Run 1, wiring by layer:
(4 px per µm) Only two layers are drawn.
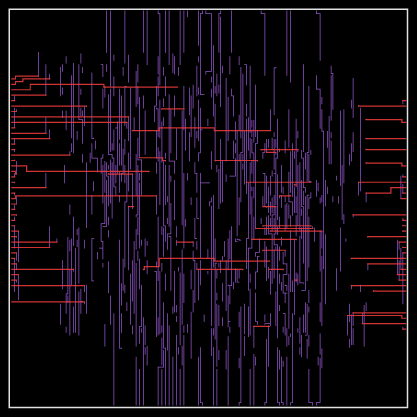
Run 1, cell outlines without signal wires:
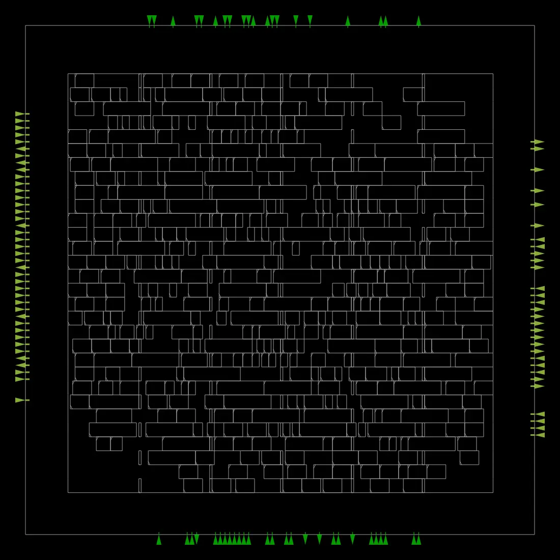
Run 1, gate-type map:
(4 px per µm)
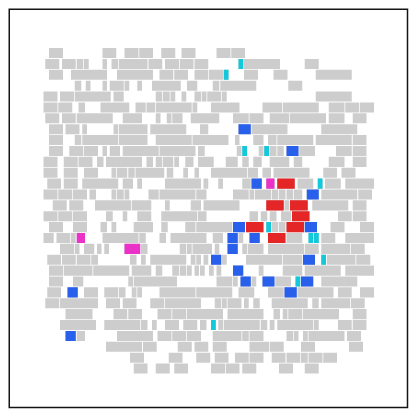
Run 1, signal metal coverage by tile:
(3 px per µm) 20 x 20 tiles, from dark purple (low) to yellow (high), scaled to the fullest tile. Values are wire area over tile area, all layers added.
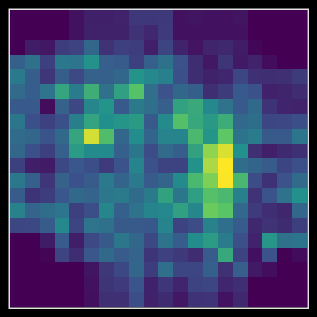
File: src/rtl/adder_share_seq_pkg.sv
`default_nettype none
// ============================================================================
// Module   : adder_share_seq_pkg
// Brief    : Shared constants and state encoding for the adder sharing
//            sequencer.
// Revision : 1.0 - initial release
// ============================================================================
package adder_share_seq_pkg;

    // Width of the shared combinational adder; wide operands are twice this.
    localparam int c_W = 8;

    // Increment applied when propagating the low-byte carry into the high byte.
    localparam logic [c_W-1:0] c_BYTE_ONE = 8'h01;

    // Sequencer states, explicitly encoded.
    typedef enum logic [2:0] {
        ST_IDLE     = 3'd0,
        ST_LO       = 3'd1,
        ST_HI       = 3'd2,
        ST_HI_CARRY = 3'd3,
        ST_DONE     = 3'd4
    } state_t;

endpackage : adder_share_seq_pkg
`default_nettype wire

File: src/rtl/adder_share_seq_rr_arb2.sv
`default_nettype none
// ============================================================================
// Module   : rr_arb2
// Brief    : Two-way round-robin grant. When both requesters are valid the
//            one that did not win last time is chosen. Purely combinational.
// Revision : 1.0 - initial release
// ============================================================================
module rr_arb2
    import adder_share_seq_pkg::*;
(
    input  logic valid0,
    input  logic valid1,
    input  logic last_grant,
    output logic grant_valid,
    output logic grant_id
);

    // Single requester wins outright; a tie goes to the one not served last.
    always_comb begin
        grant_valid = valid0 | valid1;
        grant_id    = 1'b0;
        if (valid0 && valid1) begin
            grant_id = ~last_grant;
        end else if (valid1) begin
            grant_id = 1'b1;
        end
    end

endmodule : rr_arb2
`default_nettype wire

File: src/rtl/adder_share_seq.sv
`default_nettype none
// ============================================================================
// Module   : adder_share_seq
// Brief    : Shares one external W-bit adder between two requesters. Narrow
//            adds take one pass, wide adds take a low pass, a high pass and,
//            if the low byte overflowed, a carry-increment pass.
// Revision : 1.0 - initial release
// ============================================================================
module adder_share_seq
    import adder_share_seq_pkg::*;
#(
    parameter int W = c_W
) (
    input  logic           clk,
    input  logic           reset,
    input  logic           req0_valid,
    output logic           req0_ready,
    input  logic           req0_wide,
    input  logic [2*W-1:0] req0_a,
    input  logic [2*W-1:0] req0_b,
    input  logic           req1_valid,
    output logic           req1_ready,
    input  logic           req1_wide,
    input  logic [2*W-1:0] req1_a,
    input  logic [2*W-1:0] req1_b,
    output logic [W-1:0]   adder_a,
    output logic [W-1:0]   adder_b,
    input  logic [W-1:0]   adder_sum,
    output logic           rsp_valid,
    input  logic           rsp_ready,
    output logic           rsp_id,
    output logic [2*W-1:0] rsp_result,
    output logic           rsp_carry,
    output logic           busy
);

    state_t         r_state;
    state_t         w_next_state;
    logic           r_last_grant;
    logic           r_id;
    logic           r_wide;
    logic [2*W-1:0] r_a;
    logic [2*W-1:0] r_b;
    logic [W-1:0]   r_res_lo;
    logic [W-1:0]   r_res_hi;
    logic           r_c_lo;
    logic           r_c_hi;
    logic           r_carry;
    logic           w_grant_valid;
    logic           w_grant_id;
    logic           w_ovf;

    rr_arb2 u_arb (
        .valid0      (req0_valid),
        .valid1      (req1_valid),
        .last_grant  (r_last_grant),
        .grant_valid (w_grant_valid),
        .grant_id    (w_grant_id)
    );

    // An unsigned add wrapped exactly when the sum is below either operand.
    assign w_ovf = (adder_sum < adder_a);

    // State register.
    always_ff @(posedge clk or posedge reset) begin
        if (reset) begin
            r_state <= ST_IDLE;
        end else begin
            r_state <= w_next_state;
        end
    end

    // Next-state, grant handshake and adder operand selection.
    always_comb begin
        w_next_state = r_state;
        req0_ready   = 1'b0;
        req1_ready   = 1'b0;
        adder_a      = '0;
        adder_b      = '0;
        case (r_state)
            ST_IDLE: begin
                if (w_grant_valid) begin
                    req0_ready   = ~w_grant_id;
                    req1_ready   = w_grant_id;
                    w_next_state = ST_LO;
                end
            end
            ST_LO: begin
                adder_a      = r_a[W-1:0];
                adder_b      = r_b[W-1:0];
                w_next_state = r_wide ? ST_HI : ST_DONE;
            end
            ST_HI: begin
                adder_a      = r_a[2*W-1:W];
                adder_b      = r_b[2*W-1:W];
                w_next_state = r_c_lo ? ST_HI_CARRY : ST_DONE;
            end
            ST_HI_CARRY: begin
                adder_a      = r_res_hi;
                adder_b      = c_BYTE_ONE;
                w_next_state = ST_DONE;
            end
            ST_DONE: begin
                if (rsp_ready) begin
                    w_next_state = ST_IDLE;
                end
            end
            default: w_next_state = ST_IDLE;
        endcase
    end

    // Operand capture at acceptance and per-pass result/carry accumulation.
    always_ff @(posedge clk or posedge reset) begin
        if (reset) begin
            r_last_grant <= 1'b1;
            r_id         <= 1'b0;
            r_wide       <= 1'b0;
            r_a          <= '0;
            r_b          <= '0;
            r_res_lo     <= '0;
            r_res_hi     <= '0;
            r_c_lo       <= 1'b0;
            r_c_hi       <= 1'b0;
            r_carry      <= 1'b0;
        end else begin
            case (r_state)
                ST_IDLE: begin
                    if (w_grant_valid) begin
                        r_id         <= w_grant_id;
                        r_last_grant <= w_grant_id;
                        r_wide       <= w_grant_id ? req1_wide : req0_wide;
                        r_a          <= w_grant_id ? req1_a : req0_a;
                        r_b          <= w_grant_id ? req1_b : req0_b;
                    end
                end
                ST_LO: begin
                    r_res_lo <= adder_sum;
                    r_c_lo   <= w_ovf;
                    if (!r_wide) begin
                        r_res_hi <= '0;
                        r_carry  <= w_ovf;
                    end
                end
                ST_HI: begin
                    r_res_hi <= adder_sum;
                    r_c_hi   <= w_ovf;
                    r_carry  <= w_ovf;
                end
                ST_HI_CARRY: begin
                    // Incrementing 0xFF wraps to zero, which is the only way
                    // the low carry can ripple out of the top byte.
                    r_res_hi <= adder_sum;
                    r_carry  <= r_c_hi | (adder_sum == '0);
                end
                default: ;
            endcase
        end
    end

    assign rsp_valid  = (r_state == ST_DONE);
    assign rsp_id     = r_id;
    assign rsp_result = {r_res_hi, r_res_lo};
    assign rsp_carry  = r_carry;
    assign busy       = (r_state != ST_IDLE);

endmodule : adder_share_seq
`default_nettype wire
File: config.mk
export PLATFORM = sky130hd
export DESIGN_NAME = adder_share_seq
export DESIGN_NICKNAME = d
export VERILOG_FILES = /design/src/rtl/adder_share_seq_pkg.sv /design/src/rtl/adder_share_seq_rr_arb2.sv /design/src/rtl/adder_share_seq.sv
export SDC_FILE = /design/constraint.sdc
export NUM_CORES = 1
export LEC_CHECK = 0
export CAP_MARGIN = 20
export CORE_MARGIN = 8
export CORE_UTILIZATION = 44
export CTS_CLUSTER_DIAMETER = 30
export DETAILED_ROUTE_END_ITERATION = 16
export GPL_ROUTABILITY_DRIVEN = 1
export PLACE_DENSITY_LB_ADDON = 0.2
export SLEW_MARGIN = 20
export SYNTH_ARGS = -nofsm -noshare
export SYNTH_HDL_FRONTEND = slang
export SYNTH_SLANG_ARGS = --single-unit
File: constraint.sdc
create_clock -name clk -period 3.65 [get_ports clk]
set_input_delay 0.73 -clock clk [delete_from_list [all_inputs] [get_ports clk]]
set_output_delay 0.73 -clock clk [all_outputs]
set_load 0.05 [all_outputs]
==> metrics.cfg, run 1 <==
[outcome]
status = complete, no violations

[timing]
tightest_slew_ns = 0.8231
tns_ns = 0
setup_ws_ns = 0.6874
grt_setup_unrepaired = no
fin_crit_ns = 2.963
clock_skew_ns = 0.009526
hold_viol = 0
clock.fmax_ghz = 0.3375
drv_slew = 0
slew_headroom_pct = 45.01
finalSetupViolCount = 0

[die]
die_area_um2 = 9833
fp_util_pct = 45.04
boundaryPins = 117
n_tap_cell = 80
die_y_um = 99.16
fp-row-count = 30
fp.coreArea_um2 = 6756

[global_routing]
track_usage_pct = 18.43
grt_use_met2_pct = 29.57
grt_use_met1_pct = 22.33
grt_first_pass_wirelength_um = 14300
overflow = 0
grt_max_degree = 69
antenna_found_initial = 0
grtUsageMet3_pct = 7.123

[finish]
nonClkBufAreaFrac_pct = 29.85
stdcell_area_um2 = 4594
syn_to_final_growth_pct = 50.99
seqCellArea_um2 = 1428
mi_logic_area_um2 = 1459
nNonClkInverters = 11
n_fill_cell = 561
reg_top3 = r_a: 16 flops, r_b: 16 flops
nClkBuffers = 12
drive_above_1_share_pct = 14.18
nNonClkBuffers = 123
diodes = 0
dominant_cells = multi-input combinational cells
finish.net_count = 505
mostFrequentLayoutCells = clkdlybuf4s50_1, dfrtp_1, nand2_1

[placed_design]
dp_hpwl_um = 6806
place_area_um2 = 4399
gp_congestion = 0.8562
dp.cells = 488

[worst_setup_path]
cp_max_fo = 14
max_stage_delay_ns = 0.72
end_kind = output port
slowest_stage = clkdlybuf4s50_1
worstReg2RegStart = r_state[0]
cp.depth = 3
path_class = flip-flop to output port
cp_num_buf_inv = 2
reg2reg_to = r_c_lo
worst_setup_path_start_kind = flip-flop
ff2ff_setup_slack_ns = 0.97
worstPathCellList = buf_4, or3_4, clkdlybuf4s50_1

[power]
clkPwrFrac_pct = 13.4
p_clk_uw = 592
power.switching_uw = 2024
pwr-share-seq_pct = 26.6
powerComb_uw = 2650
p_leak_uw = 0.002046
intPower_uw = 2393
seq_cell_power_uw = 1170
power_leader = combinational cells
power_density_nw_per_um2 = 961.4
pwr-share-comb_pct = 60.0
switching_share_pct = 45.82
report.power.total_uw = 4417
vdd_drop_max_uv = 560.8

[synth]
synth-edff-count = 0
postSynthAreaPerCell_um2 = 9.880
synth_stat.cells = 308
ys.flops = 57
common_cells = dfrtp_1, nand2_1, mux2i_1
synth_simple_gate_area_share_pct = 12.13
async_reset_ff_share_pct = 100.0
synthXorXnorAreaFrac_pct = 0
yosys_warnings = 0
fp_nets = 394
largest_area_cell = dfrtp_1
logic_family = multiplexers
yosysMostFrequentCell = dfrtp_1
synth.mux.area_fraction_pct = 17.11
postSynthCellCount = 308
netlist_area_um2 = 3043
synth.distinct_cells = 36
yosys.stat.seqShare_pct = 46.92

[clock_network]
cts_tree = built
postCtsSetupRepairBufs = 0
ctsResizeCount = 0
cts_root_buf = clkbuf_8
clk_path_buf_depth = 2
clkSlewWorstSetupHoldPaths_ns = 0.07
hold_buffers = 0
cts_buffers = 9

[routing]
wl_met1_um = 3594
wl_per_cell_um = 17.26
drt-initial-drc-count = 111
routed-wl-met3_um = 762
ant_nets = 0
drcViolationCount = 0
top_layer = met4

[job]
max_cap_violations = 0
warnings = 26

[min_path]
hold_depth = 2
min-delay-start = r_a[15]
hold_class = flip-flop to flip-flop

Notes on 'wiring by layer' above:
- red: met3 (wire length 763 µm)
- purple: met2 (wire length 4230 µm)

Notes on 'cell outlines without signal wires' above:
flop share of the area: 31.07%
final core utilization: 68.00%
flop count: 57

Notes on 'gate-type map' above:
- red: adder and majority cells (cells 7; most used ha_1)
- cyan: inverters (cells 11; most used inv_1)
- blue: AND-OR and OR-AND gates (cells 18; most used a21o_1)
- magenta: AND and OR gates (cells 3)
Top cell excl fill/tap: clkdlybuf4s50_1
logic share of the area: 31.75%
final cell count without fillers: 503

Notes on 'signal metal coverage by tile' above:
- tiles over half the peak: 11%
- fullest tile: 0.56
- nearly empty tiles: 14%
total wire length: 8682 µm
via count: 2661

Run 1, a small window of the routed layout:
Region (35, 35) to (65, 65) µm. Cells in gray, sequential cells in the stronger gray; small squares are vias.
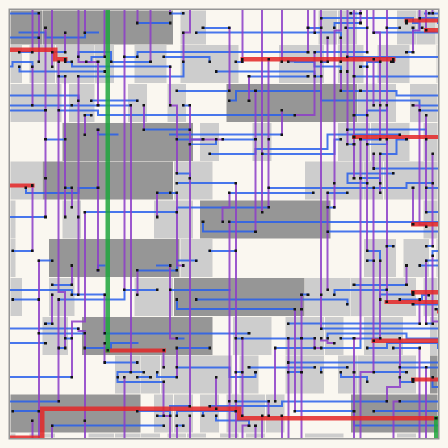

## Run 2: what changed since run 1
clock period = 3 ns   (was 3.65 ns; I/O delays follow)
Run 2, a small window of the routed layout:
Region (35, 35) to (65, 65) µm. Cells in gray, sequential cells in the stronger gray; small squares are vias.
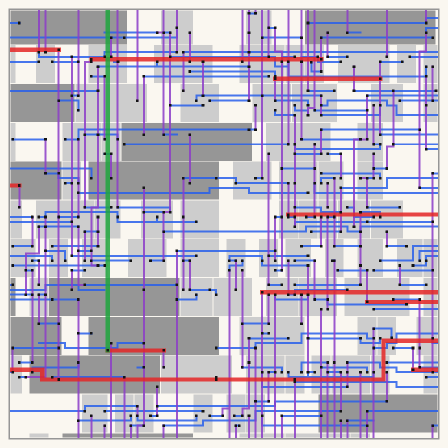
- red: met3
- green: met4
- blue: met1
- purple: met2
- sequential cells in the window: 8
- most frequent: nand2_1 (14), dfrtp_1 (8), buf_4 (7)
- cells with their middle in the window: 76
- netlist names of flops here include: r_a (3), r_state (3)

==> run 2 against run 1 <==
  * Register-to-register slack worse by 0.64 ns
  * Die size is the same
  * Worst setup slack got worse by 0.53 ns
  * Final cell count rose by 1.2%
  * Critical endpoint is now adder_b[0]
  * Largest power group unchanged
  * Flip-flop count stayed put
  * Combinational power grew 21%
==> metrics.cfg, run 2 <==
[global_routing]
grt_use_met2_pct = 28.17  ; -1.4 points
grt_use_met1_pct = 19.62  ; -2.7 points
grt_first_pass_wirelength_um = 13660  ; -4.5%
overflow = 0  ; unchanged
grt_pass1_vias = 2905
track_usage_pct = 17.41  ; -1.0 points
grt_max_degree = 69  ; unchanged
grt-busiest-layer = met2
antenna_found_initial = 0  ; unchanged
grtUsageMet3_pct = 8.450  ; +1.3 points

[routing]
routed-wl-met3_um = 761  ; -0.13%
routed_via_density = 5.295
drcViolationCount = 0  ; unchanged
dr.pass1.iters = 4
top_layer = met4
routed_wl_um = 8248  ; -5.0%
wl_per_cell_um = 16.20  ; -6.1%
num_vias = 2695  ; +1.3%
wl_met1_um = 3461  ; -3.7%
ant_nets = 0  ; unchanged
drt-initial-drc-count = 70  ; -37%

[synth]
ys.flops = 57  ; unchanged
synthXorXnorAreaFrac_pct = 0  ; unchanged
fp_nets = 394  ; unchanged
largest_area_cell = dfrtp_1
synth_simple_gate_area_share_pct = 12.13  ; unchanged
synth.distinct_cells = 36  ; unchanged
common_cells = dfrtp_1, nand2_1, mux2i_1
yosysChipArea_um2 = 3043
logic_family = multiplexers
topCellsByArea = dfrtp_1, mux2i_1, nand2_1, mux2_2, o21ai_0
top_cell_area_share_pct = 46.05
synthAdderAreaFrac_pct = 2.878
postSynthAreaPerCell_um2 = 9.880  ; unchanged
yosysMostFrequentCell = dfrtp_1
yosys.stat.seqShare_pct = 46.92  ; unchanged
async_reset_ff_share_pct = 100.0  ; unchanged
synth.mux.area_fraction_pct = 17.11  ; unchanged
yosys_most_used_dff = dfrtp_1
synth-edff-count = 0  ; unchanged
synth_stat.cells = 308  ; unchanged
netlist_area_um2 = 3043  ; unchanged
postSynthCellCount = 308  ; unchanged
yosys_warnings = 0  ; unchanged

[clock_network]
cts_root_buf = clkbuf_8
ctsResizeCount = 0  ; unchanged
cts_buffers = 9  ; unchanged
clock-sinks = 57
cts_tree = built
clkSlewWorstSetupHoldPaths_ns = 0.06  ; about the same
postCtsSetupRepairBufs = 0  ; unchanged
clock.latency.late_pin_ns = 0.33
hold_buffers = 0  ; unchanged
cts_max_level = 3
clk_path_buf_depth = 2  ; unchanged

[worst_setup_path]
path_class = flip-flop to output port
worstReg2RegStart = r_state[1]
cp-startpoint = r_state[1]
worstRegToRegCells = 9
cp_num_buf_inv = 2  ; unchanged
cp.depth = 4  ; +1
cp_max_fo = 12  ; -2
cp.required_ns = 2.40
max_stage_delay_ns = 0.85  ; +0.13 ns
endpoint = adder_b[0]
end_kind = output port
worstPathCellList = buf_4, o21ai_0, a21oi_1, clkdlybuf4s50_1
reg2reg_to = rsp_carry
worst_setup_path_start_kind = flip-flop
ff2ff_setup_slack_ns = 0.33  ; -0.64 ns
critPathTopFamily = buffers and inverters
slowest_stage = clkdlybuf4s50_1

[power]
clkPwrFrac_pct = 12.0  ; -1.4 points
report.power.total_uw = 5288  ; +20%
power_density_nw_per_um2 = 1144  ; +19%
vdd_drop_max_uv = 604.3  ; +7.8%
powerComb_uw = 3210  ; +21%
intPower_uw = 2856  ; +19%
p_leak_uw = 0.002070  ; +1.1%
power_leader = combinational cells
pwr-share-seq_pct = 27.4  ; +0.8 points
switching_share_pct = 45.98  ; +0.17 points
p_clk_uw = 632  ; +6.8%
power.switching_uw = 2432  ; +20%
seq_cell_power_uw = 1450  ; +24%
pwr-share-comb_pct = 60.6  ; +0.6 points

[finish]
layout.cells.non_filler = 509  ; +1.2%
diodes = 0  ; unchanged
logic_gate_count = 217
nNonClkBuffers = 128  ; +4.1%
stdcell_area_um2 = 4621  ; +0.57%
mi_logic_area_um2 = 1459  ; unchanged
finalCoreUtilization_pct = 68.39  ; +0.39 points
seqCellArea_um2 = 1428  ; unchanged
dominant_cells = multi-input combinational cells
reg_top3 = r_a: 16 flops, r_b: 16 flops
n_fill_cell = 540  ; -3.7%
flops = 57  ; unchanged
seq_area_share_pct = 30.90  ; -0.18 points
nClkBuffers = 13  ; +1
mostFrequentLayoutCells = clkdlybuf4s50_1, dfrtp_1, nand2_1
finish.net_count = 510  ; +0.99%
syn_to_final_growth_pct = 51.85
drive_above_1_share_pct = 15.38  ; +1.2 points
layout_top_cell = clkdlybuf4s50_1
nonClkBufAreaFrac_pct = 30.71  ; +0.86 points
comb_area_share_pct = 31.57  ; -0.18 points
nNonClkInverters = 11  ; unchanged

[die]
die_y_um = 99.16  ; unchanged
fp_util_pct = 45.04  ; unchanged
fp.coreArea_um2 = 6756  ; unchanged
boundaryPins = 117  ; unchanged
fp-row-count = 30  ; unchanged
n_tap_cell = 80  ; unchanged
die_width_um = 99.16
die_area_um2 = 9833  ; unchanged

[placed_design]
place_area_um2 = 4447  ; +1.1%
gp_congestion = 0.8242  ; -3.7%
dp.cells = 493  ; +1.0%
dp_slack_ns = 0.3700
io_buffer_count = 116
dp_hpwl_um = 6456  ; -5.1%

[timing]
slew_headroom_pct = 48.11  ; +3.1 points
grt_setup_unrepaired = no
setup_ws_ns = 0.1565  ; -0.5309 ns
clock_skew_ns = 0.006165  ; -0.003361 ns
drv_slew = 0  ; unchanged
finalSetupViolCount = 0  ; unchanged
fin_crit_ns = 2.843
clock.fmax_ghz = 0.3517
hold_viol = 0  ; unchanged
tightest_slew_ns = 0.7768  ; -0.04634 ns
finalClockPeriodUsage_pct = 94.78
tns_ns = 0  ; unchanged

[job]
warnings = 26  ; unchanged
max_cap_violations = 0  ; unchanged

[min_path]
min-delay-start = r_a[15]
hold_depth = 2  ; unchanged
hold_class = flip-flop to flip-flop

[outcome]
status = complete, no violations

No activity file was given, so power comes from the tool's default toggle rates.
